File: src/rtl/product_accumulator_if.sv
// Handshake bundle between the array multiplier and the product accumulator:
// product input stream, block result stream, abort and progress count.
interface product_accumulator_if #(
  parameter int PW    = 6,
  parameter int AW    = 8,
  parameter int COUNT = 4
);
  localparam int CW = $clog2(COUNT + 1);

  logic          clear;
  logic          in_valid;
  logic          in_ready;
  logic [PW-1:0] in_p;
  logic          out_valid;
  logic          out_ready;
  logic [AW-1:0] out_sum;
  logic          out_ovf;
  logic [CW-1:0] count;

  modport master (
    output clear, in_valid, in_p, out_ready,
    input  in_ready, out_valid, out_sum, out_ovf, count
  );

  modport slave (
    input  clear, in_valid, in_p, out_ready,
    output in_ready, out_valid, out_sum, out_ovf, count
  );
endinterface

File: src/rtl/product_accumulator.sv
// Sums COUNT unsigned products into a saturating accumulator and presents the
// block total (with a sticky saturation flag) on a registered valid/ready output.
module product_accumulator #(
  parameter int PW    = 6,
  parameter int COUNT = 4,
  parameter int AW    = 8
) (
  input logic                clk,
  input logic                rst_n,
  product_accumulator_if.slave bus
);
  localparam int CW = $clog2(COUNT + 1);
  localparam logic [AW-1:0] ACC_MAX = '1;

  typedef enum logic {ACC, DONE} state_t;

  state_t        state_q, state_d;
  logic [AW-1:0] acc_q, acc_d;
  logic [AW-1:0] out_sum_q, out_sum_d;
  logic [CW-1:0] count_q, count_d;
  logic          ovf_q, ovf_d;
  logic          out_ovf_q, out_ovf_d;
  logic          out_valid_q, out_valid_d;

  logic [AW:0]   sum_wide;
  logic [AW-1:0] sum_sat;
  logic          sum_ovf;
  logic          accept;
  logic          last_beat;

  // One spare bit catches the carry; the accumulator never exceeds 2^AW-1,
  // so a set top bit means exactly that this beat saturated.
  assign sum_wide  = {1'b0, acc_q} + {{(AW + 1 - PW){1'b0}}, bus.in_p};
  assign sum_ovf   = sum_wide[AW];
  assign sum_sat   = sum_ovf ? ACC_MAX : sum_wide[AW-1:0];
  assign accept    = (state_q == ACC) && bus.in_valid;
  assign last_beat = (count_q == CW'(COUNT - 1));

  always_comb begin
    state_d     = state_q;
    acc_d       = acc_q;
    count_d     = count_q;
    ovf_d       = ovf_q;
    out_sum_d   = out_sum_q;
    out_ovf_d   = out_ovf_q;
    out_valid_d = out_valid_q;

    case (state_q)
      ACC: begin
        if (accept) begin
          acc_d   = sum_sat;
          ovf_d   = ovf_q | sum_ovf;
          count_d = count_q + CW'(1);
          if (last_beat) begin
            state_d     = DONE;
            out_sum_d   = sum_sat;
            out_ovf_d   = ovf_q | sum_ovf;
            out_valid_d = 1'b1;
          end
        end
      end
      DONE: begin
        if (bus.out_ready) begin
          state_d     = ACC;
          acc_d       = '0;
          count_d     = '0;
          ovf_d       = 1'b0;
          out_valid_d = 1'b0;
        end
      end
      default: state_d = ACC;
    endcase

    // Abort wins over any accept or result handshake on the same edge.
    if (bus.clear) begin
      state_d     = ACC;
      acc_d       = '0;
      count_d     = '0;
      ovf_d       = 1'b0;
      out_sum_d   = '0;
      out_ovf_d   = 1'b0;
      out_valid_d = 1'b0;
    end
  end

  always_ff @(posedge clk or negedge rst_n) begin
    if (!rst_n) begin
      state_q     <= ACC;
      acc_q       <= '0;
      count_q     <= '0;
      ovf_q       <= 1'b0;
      out_sum_q   <= '0;
      out_ovf_q   <= 1'b0;
      out_valid_q <= 1'b0;
    end else begin
      state_q     <= state_d;
      acc_q       <= acc_d;
      count_q     <= count_d;
      ovf_q       <= ovf_d;
      out_sum_q   <= out_sum_d;
      out_ovf_q   <= out_ovf_d;
      out_valid_q <= out_valid_d;
    end
  end

  assign bus.in_ready  = (state_q == ACC);
  assign bus.out_valid = out_valid_q;
  assign bus.out_sum   = out_sum_q;
  assign bus.out_ovf   = out_ovf_q;
  assign bus.count     = count_q;
endmodule

File: src/flat_wrapper.sv
// flat-port wrapper written by rule: the top's interface ports become plain ports
module product_accumulator_flat 
#(
  parameter int PW    = 6,
  parameter int COUNT = 4,
  parameter int AW    = 8
)
  (clk, rst_n, bus_clear, bus_in_valid, bus_in_p, bus_out_ready, bus_in_ready, bus_out_valid, bus_out_sum, bus_out_ovf, bus_count);
  product_accumulator_if #(.PW(PW), .AW(AW), .COUNT(COUNT)) bus_i ();
  input logic clk;
  input logic rst_n;
  input wire logic [$bits(bus_i.clear)-1:0] bus_clear;
  input wire logic [$bits(bus_i.in_valid)-1:0] bus_in_valid;
  input wire logic [$bits(bus_i.in_p)-1:0] bus_in_p;
  input wire logic [$bits(bus_i.out_ready)-1:0] bus_out_ready;
  output wire logic [$bits(bus_i.in_ready)-1:0] bus_in_ready;
  output wire logic [$bits(bus_i.out_valid)-1:0] bus_out_valid;
  output wire logic [$bits(bus_i.out_sum)-1:0] bus_out_sum;
  output wire logic [$bits(bus_i.out_ovf)-1:0] bus_out_ovf;
  output wire logic [$bits(bus_i.count)-1:0] bus_count;
  assign bus_i.clear = bus_clear;
  assign bus_i.in_valid = bus_in_valid;
  assign bus_i.in_p = bus_in_p;
  assign bus_i.out_ready = bus_out_ready;
  assign bus_in_ready = bus_i.in_ready;
  assign bus_out_valid = bus_i.out_valid;
  assign bus_out_sum = bus_i.out_sum;
  assign bus_out_ovf = bus_i.out_ovf;
  assign bus_count = bus_i.count;
  product_accumulator #(.PW(PW), .COUNT(COUNT), .AW(AW)) u_core (.clk(clk), .rst_n(rst_n), .bus(bus_i));
endmodule
File: config.mk
export PLATFORM = sky130hd
export DESIGN_NAME = product_accumulator_flat
export DESIGN_NICKNAME = d
export VERILOG_FILES = /design/src/rtl/product_accumulator_if.sv /design/src/rtl/product_accumulator.sv /design/src/flat_wrapper.sv
export SDC_FILE = /design/constraint.sdc
export NUM_CORES = 1
export LEC_CHECK = 0
export ABC_AREA = 1
export CAP_MARGIN = 20
export CELL_PAD_IN_SITES_DETAIL_PLACEMENT = 2
export CELL_PAD_IN_SITES_GLOBAL_PLACEMENT = 2
export CORE_MARGIN = 4
export CORE_UTILIZATION = 26
export DETAILED_ROUTE_END_ITERATION = 12
export PLACE_DENSITY_LB_ADDON = 0.1
export SLEW_MARGIN = 40
export SYNTH_ARGS = -nofsm -noshare
export SYNTH_HDL_FRONTEND = slang
export SYNTH_SLANG_ARGS = --single-unit
File: constraint.sdc
create_clock -name clk -period 1.7 [get_ports clk]
set_clock_uncertainty 0.2 [all_clocks]
set_input_delay 0.34 -clock clk [delete_from_list [all_inputs] [get_ports clk]]
set_output_delay 0.34 -clock clk [all_outputs]
set_load 0.05 [all_outputs]
==> results.cfg <==
; synthesis and place-and-route metrics
[outcome]
status = finished, violations left
violations = setup timing

[hold_path]
min_path_type = input pin to async pin

[worst_setup_path]
critPathMostFrequentCell = nand2_2

[placement]
dp.cells = 274
io_buffers = 24

[power_and_ir_drop]
combPwrFrac_pct = 43.9
switching_share_pct = 37.8
power.net_switching_mw = 0.698
internal_power_mw = 1.15

[final_layout]
inverters = 20
final-comb-area_sq_um = 792
clkCellAreaFrac_pct = 2.18
drive_gt1_share_pct = 37.7

[synth]
synth_flop_count = 23
yosys_cells = 167
synthMuxAreaShare_pct = 0

[die]
tap_cells = 67

[final_timing]
post-route-period-util_pct = 110
setup_ws_ns = -0.172
final-setup-viol-count = 18
rsz0062_at_grt = true

[grt]
antenna_found_initial = 0
what timing repair did:
item	4_1_cts	5_1_grt
resized	13	19
setup endpoints to repair	18	18
pin swaps	9	11
buffers inserted	2	2
power by group through the flow:
| stage | clock network (mW) | logic [mW] | registers [mW] |
|---|---|---|---|
| 2_1_floorplan | 0 | 0.254 | 0.774 |
| 3_3_place_gp | 0 | 0.715 | 0.660 |
| 3_5_place_dp | 0 | 0.745 | 0.668 |
| 4_1_cts | 0.395 | 0.786 | 0.658 |
| 5_1_grt | 0.434 | 0.880 | 0.666 |
| 6_report | 0.379 | 0.809 | 0.657 |
state kept, by name (all words and copies together), names as in the netlist:
register and flops:
u_core.bus.out_sum 8, u_core.bus.out_valid 1, u_core.state_q 1, u_core.bus.out_ovf 1
u_core.acc_q 8, u_core.bus.count 3, u_core.ovf_q 1
**Cell outlines without signal wires**

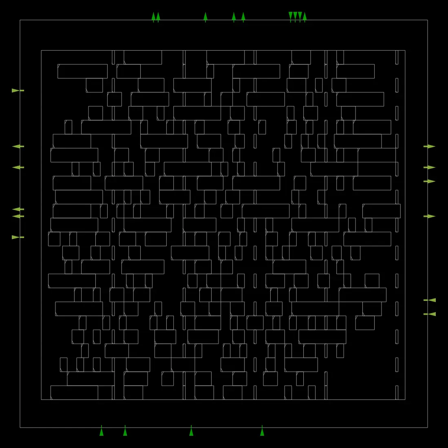
Non-Filler Instances: 282
flop share of the area: 27.3%
Core Box Area: 4820 sq um
number of fill cells in the layout: 549

**Signal wires on met1**

Scale: 8 px per micron. Supply wires on this layer in gray.
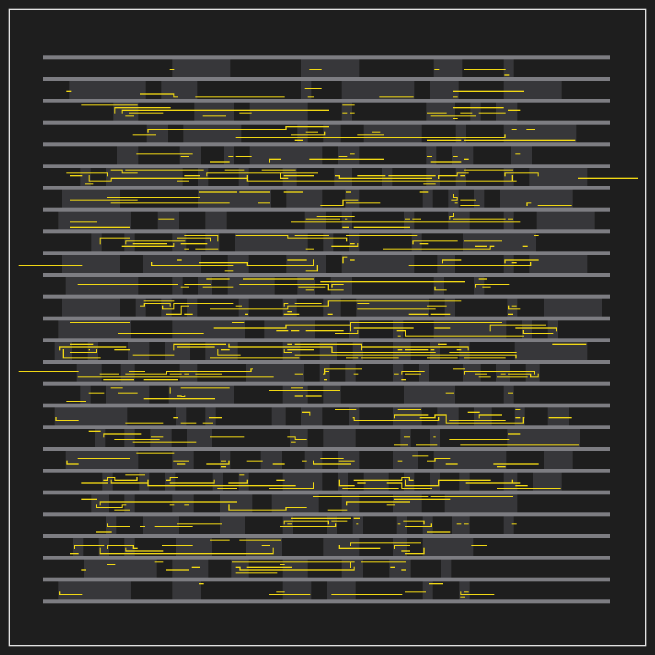
The layer carries 1,820 microns of wire. The longest straight run is 33.6 microns. 213 nets have wire on it. The wires run mostly horizontal. The layer holds 41% of the routed length.
met1 Use GR: 18.0%
routed vias: 1,294
overall routed net length: 4390 microns

**Local utilization**

Scale: 4 px per micron. The die is cut into 8 by 8 equal tiles; dark blue is low, red is high, 0 to 100% covered.
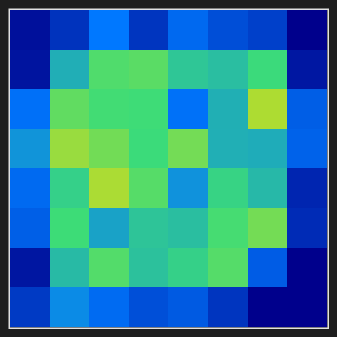
The mean over all tiles is 32%. The fullest tile reaches 65%. The emptiest ninth of the die: lower right. 6.2% of the tiles are nearly empty.
utilization after layout: 44.0%
Pre-Place Util: 27.5%

**Sizing map**

Scale: 4 px per micron.
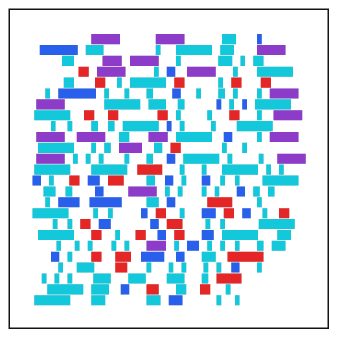
Key: red = x3 and x4 [cells 29, share 13%, most used buf_4]; cyan = x1 and smaller [cells 134, share 62%, most used nand2_1]; blue = x2 [cells 33, share 15%, most used nand2_2]; purple = x6 and larger [cells 19, share 8.8%, most used buf_12]
Plain + repair buffers: 44
final setup margin: -0.172 ns

Power figures rest on the tool's default switching activity, not on a simulated workload.
